`config.mk`:
```
export PLATFORM = sky130hd
export DESIGN_NAME = clk_switch_ctrl_flat
export DESIGN_NICKNAME = d
export VERILOG_FILES = /design/src/rtl/clk_switch_pkg.sv /design/src/rtl/clk_switch_ctrl_if.sv /design/src/rtl/rr_arbiter.sv /design/src/rtl/clk_switch_ctrl.sv /design/src/flat_wrapper.sv
export SDC_FILE = /design/constraint.sdc
export NUM_CORES = 1
export LEC_CHECK = 0
export CAP_MARGIN = 30
export CORE_MARGIN = 3
export CORE_UTILIZATION = 50
export CTS_BUF_LIST = sky130_fd_sc_hd__clkbuf_2
export CTS_CLUSTER_SIZE = 24
export DETAILED_ROUTE_END_ITERATION = 6
export PLACE_DENSITY = 0.74
export SETUP_SLACK_MARGIN = 0.3
export SYNTH_ARGS = -nofsm -noshare
export SYNTH_HDL_FRONTEND = slang
export SYNTH_SLANG_ARGS = --single-unit
```
`constraint.sdc`:
```
create_clock -name clk -period 2.22 [get_ports clk]
set_clock_uncertainty 0.1 [all_clocks]
set_input_delay 0.333 -clock clk [delete_from_list [all_inputs] [get_ports clk]]
set_output_delay 0.333 -clock clk [all_outputs]
set_load 0.03 [all_outputs]
```
`src/rtl/clk_switch_pkg.sv`:
```
// Shared types and helpers for the clock-source switch controller.
// Holds the FSM state encoding, source constants and owner-width helper.
package clk_switch_pkg;

  typedef enum logic [1:0] {
    StIdle,
    StSwitch,
    StDone,
    StHold
  } state_e;

  localparam logic SRC_CLK0 = 1'b0;
  localparam logic SRC_CLK1 = 1'b1;

  // A single requester still needs a 1-bit owner field.
  function automatic int unsigned owner_width(input int unsigned n);
    return (n > 1) ? $clog2(n) : 1;
  endfunction

endpackage

```
`src/rtl/clk_switch_ctrl_if.sv`:
```
// Requester-side bundle of the clock switch controller: request/ack handshake
// plus the mux select and status outputs.
interface clk_switch_ctrl_if #(
  parameter int unsigned NUM_REQ = 4
);
  import clk_switch_pkg::*;

  localparam int unsigned OwnW = owner_width(NUM_REQ);

  logic [NUM_REQ-1:0] req;
  logic [NUM_REQ-1:0] req_src;
  logic [NUM_REQ-1:0] ack;
  logic               sel;
  logic               cur_src;
  logic               busy;
  logic [OwnW-1:0]    owner;

  modport master (
    output req, req_src,
    input  ack, sel, cur_src, busy, owner
  );

  modport slave (
    input  req, req_src,
    output ack, sel, cur_src, busy, owner
  );

endinterface

```
`src/rtl/rr_arbiter.sv`:
```
// Combinational round-robin arbiter: first asserted request at or after ptr_i
// wins. The pointer register lives in the parent.
module rr_arbiter
  import clk_switch_pkg::*;
#(
  parameter int unsigned NUM_REQ = 4,
  localparam int unsigned OwnW = owner_width(NUM_REQ)
) (
  input  logic [NUM_REQ-1:0] req_i,
  input  logic [OwnW-1:0]    ptr_i,
  output logic               grant_valid_o,
  output logic [OwnW-1:0]    grant_o
);

  localparam logic [OwnW:0] NumReqW = (OwnW + 1)'(NUM_REQ);

  logic [OwnW:0]   sum;
  logic [OwnW-1:0] idx;

  always_comb begin
    grant_valid_o = 1'b0;
    grant_o       = '0;
    sum           = '0;
    idx           = '0;
    for (int unsigned i = 0; i < NUM_REQ; i++) begin
      // ptr_i < NUM_REQ, so one conditional subtract is a full modulo.
      sum = {1'b0, ptr_i} + (OwnW + 1)'(i);
      if (sum >= NumReqW) begin
        sum = sum - NumReqW;
      end
      idx = sum[OwnW-1:0];
      if (!grant_valid_o && req_i[idx]) begin
        grant_valid_o = 1'b1;
        grant_o       = idx;
      end
    end
  end

endmodule

```
`src/rtl/clk_switch_ctrl.sv`:
```
// Sequences the glitch-free clk0/clk1 mux: grants requests round-robin, drives
// sel, waits a settle interval, acks, then enforces a minimum dwell.
module clk_switch_ctrl
  import clk_switch_pkg::*;
#(
  parameter int unsigned NUM_REQ    = 4,
  parameter int unsigned SETTLE_CYC = 8,
  parameter int unsigned HOLD_CYC   = 16,
  parameter int unsigned CNT_W      = 8
) (
  input logic              clk,
  input logic              rst_n,
  clk_switch_ctrl_if.slave bus
);

  localparam int unsigned     OwnW     = owner_width(NUM_REQ);
  localparam logic [CNT_W-1:0] SettleLd = CNT_W'(SETTLE_CYC - 1);
  localparam logic [CNT_W-1:0] HoldLd   = CNT_W'((HOLD_CYC > 0) ? HOLD_CYC - 1 : 0);
  localparam logic [OwnW-1:0]  LastIdx  = OwnW'(NUM_REQ - 1);
  localparam bit               HasHold  = (HOLD_CYC > 0);

  state_e             state_q;
  logic [CNT_W-1:0]   timer_q;
  logic [OwnW-1:0]    ptr_q;
  logic [OwnW-1:0]    owner_q;
  logic               tgt_q;
  logic               switched_q;
  logic               sel_q;
  logic               cur_src_q;
  logic [NUM_REQ-1:0] ack_q;
  logic               busy_q;

  logic               grant_valid;
  logic [OwnW-1:0]    grant_idx;
  logic               grant_src;
  logic [NUM_REQ-1:0] owner_oh;

  rr_arbiter #(
    .NUM_REQ(NUM_REQ)
  ) u_arb (
    .req_i        (bus.req),
    .ptr_i        (ptr_q),
    .grant_valid_o(grant_valid),
    .grant_o      (grant_idx)
  );

  assign grant_src = bus.req_src[grant_idx];
  assign owner_oh  = NUM_REQ'(1) << owner_q;

  always_ff @(posedge clk) begin
    if (!rst_n) begin
      state_q    <= StIdle;
      timer_q    <= '0;
      ptr_q      <= '0;
      owner_q    <= '0;
      tgt_q      <= SRC_CLK0;
      switched_q <= 1'b0;
      sel_q      <= SRC_CLK0;
      cur_src_q  <= SRC_CLK0;
      ack_q      <= '0;
      busy_q     <= 1'b0;
    end else begin
      ack_q <= '0;
      unique case (state_q)
        StIdle: begin
          if (grant_valid) begin
            owner_q <= grant_idx;
            tgt_q   <= grant_src;
            ptr_q   <= (grant_idx == LastIdx) ? '0 : grant_idx + OwnW'(1);
            busy_q  <= 1'b1;
            if (grant_src != cur_src_q) begin
              sel_q      <= grant_src;
              timer_q    <= SettleLd;
              switched_q <= 1'b1;
              state_q    <= StSwitch;
            end else begin
              switched_q <= 1'b0;
              state_q    <= StDone;
            end
          end
        end
        StSwitch: begin
          if (timer_q == '0) begin
            state_q <= StDone;
          end else begin
            timer_q <= timer_q - CNT_W'(1);
          end
        end
        StDone: begin
          // Ack and cur_src become visible together, one edge after DONE.
          ack_q     <= owner_oh;
          cur_src_q <= tgt_q;
          if (switched_q && HasHold) begin
            timer_q <= HoldLd;
            state_q <= StHold;
          end else begin
            busy_q  <= 1'b0;
            state_q <= StIdle;
          end
        end
        StHold: begin
          if (timer_q == '0) begin
            busy_q  <= 1'b0;
            state_q <= StIdle;
          end else begin
            timer_q <= timer_q - CNT_W'(1);
          end
        end
        default: begin
          busy_q  <= 1'b0;
          state_q <= StIdle;
        end
      endcase
    end
  end

  assign bus.ack     = ack_q;
  assign bus.sel     = sel_q;
  assign bus.cur_src = cur_src_q;
  assign bus.busy    = busy_q;
  assign bus.owner   = owner_q;

endmodule

```
`src/flat_wrapper.sv`:
```
// flat-port wrapper written by rule: the top's interface ports become plain ports
module clk_switch_ctrl_flat import clk_switch_pkg::*;
#(
  parameter int unsigned NUM_REQ    = 4,
  parameter int unsigned SETTLE_CYC = 8,
  parameter int unsigned HOLD_CYC   = 16,
  parameter int unsigned CNT_W      = 8
)
  (clk, rst_n, bus_req, bus_req_src, bus_ack, bus_sel, bus_cur_src, bus_busy, bus_owner);
  clk_switch_ctrl_if #(.NUM_REQ(NUM_REQ)) bus_i ();
  input logic clk;
  input logic rst_n;
  input wire logic [$bits(bus_i.req)-1:0] bus_req;
  input wire logic [$bits(bus_i.req_src)-1:0] bus_req_src;
  output wire logic [$bits(bus_i.ack)-1:0] bus_ack;
  output wire logic [$bits(bus_i.sel)-1:0] bus_sel;
  output wire logic [$bits(bus_i.cur_src)-1:0] bus_cur_src;
  output wire logic [$bits(bus_i.busy)-1:0] bus_busy;
  output wire logic [$bits(bus_i.owner)-1:0] bus_owner;
  assign bus_i.req = bus_req;
  assign bus_i.req_src = bus_req_src;
  assign bus_ack = bus_i.ack;
  assign bus_sel = bus_i.sel;
  assign bus_cur_src = bus_i.cur_src;
  assign bus_busy = bus_i.busy;
  assign bus_owner = bus_i.owner;
  clk_switch_ctrl #(.NUM_REQ(NUM_REQ), .SETTLE_CYC(SETTLE_CYC), .HOLD_CYC(HOLD_CYC), .CNT_W(CNT_W)) u_core (.clk(clk), .rst_n(rst_n), .bus(bus_i));
endmodule
```
run_1/clock_map.png
Drawn at 10 px/um.
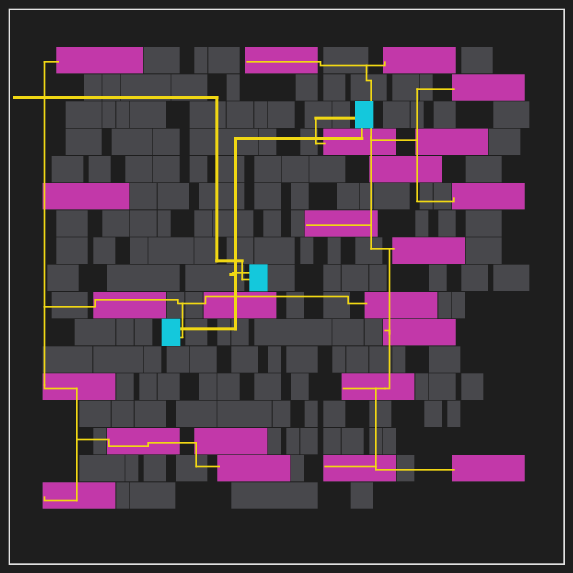
Key: cyan = cells driving clock nets [count 3]; yellow = clock wires [length 311 um]; magenta = flip-flops [count 23]
Position of the flops: all over the die.
clock power share: 7.4%
Clock Power: 0.000178 W
Worst-Skew Late Latency: 0.36 ns

run_1/cell_classes.png
Drawn at 6 px/um. Fill, decap, tap and diode cells in gray.
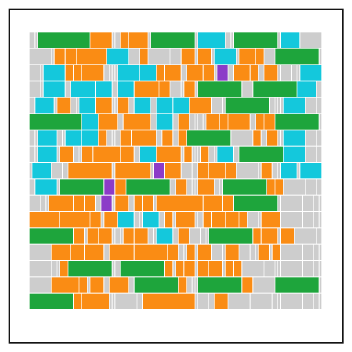
Key: orange = all other logic [cells 120, share of their area 51%]; cyan = other buffers and delay cells [cells 36, share of their area 19%]; purple = clock drivers and dummy loads [cells 4, share of their area 1.2%]; green = flip-flops [cells 23, share of their area 29%]

run_1/zoom.png
Window x 15 to 40, y 15 to 40 um. Cells in gray, sequential cells in the stronger gray; small squares are vias.
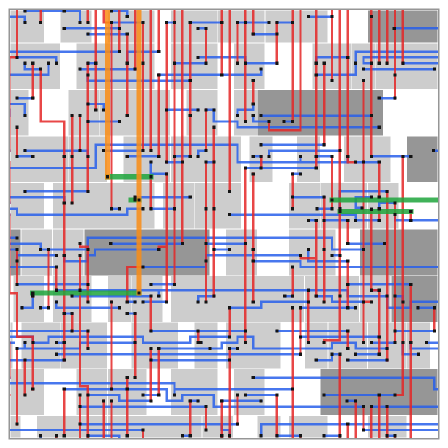
Key: orange = met4; red = met2; green = met3; blue = met1
Most frequent: buf_4 (9), nand2_1 (6), dfxtp_1 (5). 61 logic cells have their middle in the window. Sequential cells in the window: 5.

==> impl_metrics.yaml, run 1 <==
# generated from flow reports
layout:
  area_growth_pct: 36.0
  area_share_nonclk_buffers_pct: 19.0
  final_util_pct: 73.4
  flop-count: 23
  buffers_excl_clock: 36
setup_path:
  crit_family: "simple AND/OR/NAND/NOR gates"
  reg2reg_depth: 8
  path_max_fanout: 7
  r2r_start: "u_core.ptr_q[0]"
  startpoint: "u_core.ptr_q[0]"
  crit_cells: 8
  crit_path_end_kind: "register"
min_path:
  hold_end: "u_core.bus.sel"
flow_run:
  warning_count: 29
  cap_violations: 0
sta:
  whs_ns: 0.410
  timing.final.crit_share_pct: 93.8
  tns_ns: 0
  drv_slew: 0
  hold_viol: 0
  period_minus_slack_ns: 2.08
  setup_ws_ns: 0.137
  maxSlewHeadroom_pct: 67.9
  max_freq_mhz: 480
placed_design:
  gp_congestion: 0.860
  placedInstanceArea_um2: 1540
pwr:
  power.net_switching_w: 0.00108
  intPower_w: 0.00133
  power.density_nw_per_um2: 1460
  combPwrFrac_pct: 61.2
  pg_comb_w: 0.00148
clocking:
  numClockSinks: 23
  htree_levels: 1
  cts_max_path_buffers: 2
floorplan:
  die-area_um2: 3060
  taps: 28
route:
  num_vias: 1227
  drcViolationCount: 0
  routed_wl_um: 3160
  wl_per_cell_um: 15.0
status:
  status: "completed"
grt:
  grt_max_degree: 27
yosys:
  synthCells: 148
-- run 1: kinds of logic (layout without fill, tap and decap cells) --
logic type / count (synthesis) / after routing / synth area share [%]
AND-OR/OR-AND: 47 / 47 / 28.3
multiplexers: 1 / 1 / 0.822
adder cells (fa/ha/maj): 2 / 2 / 2.06
AND/OR/NAND/NOR: 62 / 62 / 25.8
XOR/XNOR: 3 / 3 / 2.16
buffers and inverters: 10 / 45 / 3.08
flip-flops: 23 / 23 / 37.8
-- run 1: synthesized netlist by cell type, drive strengths merged --
cell	number	area share, %
dfxtp	23	38
nand2	19	5.9
o21ai	10	4.1
a21oi	9	3.7
nor2	9	2.8
nor3	9	3.7
nor2b	6	3.3
clkbuf	5	1.5
inv	5	1.5
nand3	5	2.1
a21boi	4	2.8
o22ai	4	2.1
a31oi	3	2.8
o221a	3	2.8
or3	3	2.0
a211oi	2	1.6
and2	2	1.1
and3	2	1.0
ha	2	2.1
nand2b	2	1.0
nor4	2	1.0
o211a	2	1.6
o21bai	2	1.2
xnor2	2	1.4
a211o	1	0.72
a21o	1	0.62
a31o	1	0.72
and3b	1	0.72
mux2i	1	0.82
nand4	1	0.51
nor4b	1	0.72
o211ai	1	0.62
o21a	1	0.62
o21ba	1	0.82
o22a	1	0.72
o2bb2ai	1	0.72
xor2	1	0.72
-- run 1: per-layer routing --
layer  track usage (%)  routed length (um)
met3              4.67                 127
met5                 0                   0
met1              24.8                1450
met4              7.99                  50
met2              32.4                1530
-- run 1: what timing repair did --
item                                    CTS  global route
setup buffers                             3             2
pin swaps                                 5             4
gates cloned                              0             0
gates resized                            13            12
endpoints found under the setup margin   15            14
==> inputs of run 2 (changes only) <==
SETUP_SLACK_MARGIN = 0.5   (was 0.3)
run_2/density.png
Drawn at 4 px/um. 11 x 11 tiles, from black (low) to pale yellow (high), 0 to 100% covered.
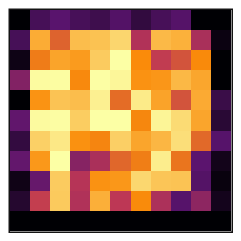
42% of the tiles are over 75% full. The mean over all tiles is 54%. The densest ninth of the die: middle.
fin util: 74.5%
Core ar.: 2250 um2
Initial Utilization: 54.0%

==> impl_metrics.yaml, run 2 <==
# generated from flow reports
yosys:
  synthCells: 148
  async_flop_share_pct: 0
  top_cells_by_count: "dfxtp_1, nand2_1"
  top_area_cell: "dfxtp_1"
  synthTopCellsByArea: "dfxtp_1, nand2_1, a21oi_1"
pwr:
  power.net_switching_w: 0.00109
  clock_power_w: 0.000167
  combPwrFrac_pct: 61.6
  intPower_w: 0.00132
route:
  num_vias: 1224
  wl_met1_um: 1430
  drcViolationCount: 0
  routed_wl_um: 3130
  top_layer: "met4"
min_path:
  hold_end: "u_core.bus.sel"
setup_path:
  crit_family: "simple AND/OR/NAND/NOR gates"
  r2r_start: "u_core.ptr_q[0]"
  reg2reg_depth: 7
  crit_path_end_kind: "register"
clocking:
  cts_max_path_buffers: 2
  numClockSinks: 23
grt:
  grt_busiest_layer: "met2"
  grt_use_met3_pct: 4.67
sta:
  whs_ns: 0.408
  period_minus_slack_ns: 2.09
  hold_viol: 0
status:
  status: "completed"
flow_run:
  warning_count: 30
run_2/zoom.png
Window x 15 to 40, y 15 to 40 um. Cells in gray, sequential cells in the stronger gray; small squares are vias.
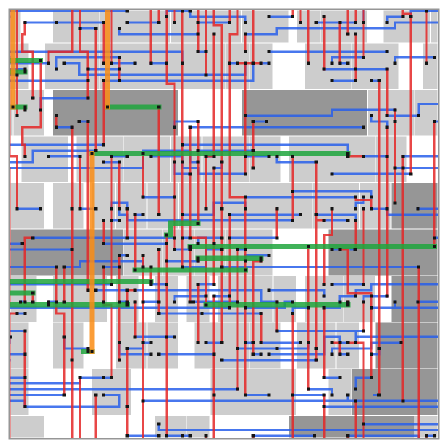
Key: orange = met4; blue = met1; green = met3; red = met2
Netlist names of flops here include u_core.timer_q (2). Most frequent: nand2_1 (9), buf_4 (8), dfxtp_1 (5). 60 logic cells have their middle in the window. Sequential cells in the window: 5.

[run 2: netlist changes by cell type in the layout (fill, tap and decap cells not counted), moves of 2 or more]
| cell | delta |
|---|---|
| nand2b_4 | +2 |
| clkdlybuf4s50_1 | -6 |
| nand2b_1 | -2 |
| dlygate4sd2_1 | +5 |
| buf_4 | +2 |
[run 2: how the worst max path moves through the flow]
| stage | to | slack, ns | cells past startpoint | from |
|---|---|---|---|---|
| detailed placement | u_core.timer_q[1] | -0.39 | 8 | bus_req[2] |
| global placement | u_core.timer_q[2] | -0.30 | 8 | bus_req[0] |
| global route | u_core.timer_q[2] | 0.07 | 7 | u_core.ptr_q[1] |
| CTS | u_core.timer_q[1] | 0.18 | 7 | u_core.ptr_q[0] |
| floorplan | u_core.timer_q[2] | 0.31 | 7 | bus_req[2] |
| finish | u_core.timer_q[1] | 0.13 | 7 | u_core.ptr_q[0] |
[run 2: cell type report]
cell class                      count  share of cell area [%]
Multi-Input combinational cell    115                    49.1
Sequential cell                    23                    27.9
Timing Repair Buffer               37                    18.5
Tap cell                           28                    2.08
Inverter                            5                    1.12
Clock buffer                        3                   0.894
Clock inverter                      1                   0.298
[run 2: logic make-up (layout without fill, tap and decap cells)]
group / Yosys count / count (layout) / share of synthesized area, %
buffers and inverters: 10 / 46 / 3.08
AND-OR/OR-AND: 47 / 47 / 28.3
XOR/XNOR: 3 / 3 / 2.16
flip-flops: 23 / 23 / 37.8
AND/OR/NAND/NOR: 62 / 62 / 25.8
adder cells (fa/ha/maj): 2 / 2 / 2.06
multiplexers: 1 / 1 / 0.822
[run 2: what timing repair did]
| action | 4_1_cts | 5_1_grt |
|---|---|---|
| gates resized | 23 | 11 |
| endpoints found under the setup margin | 27 | 18 |
| pin swaps | 7 | 7 |
| setup buffers | 4 | 0 |
| hold buffers | 0 | 0 |
No activity file was given, so power comes from the tool's default toggle rates.
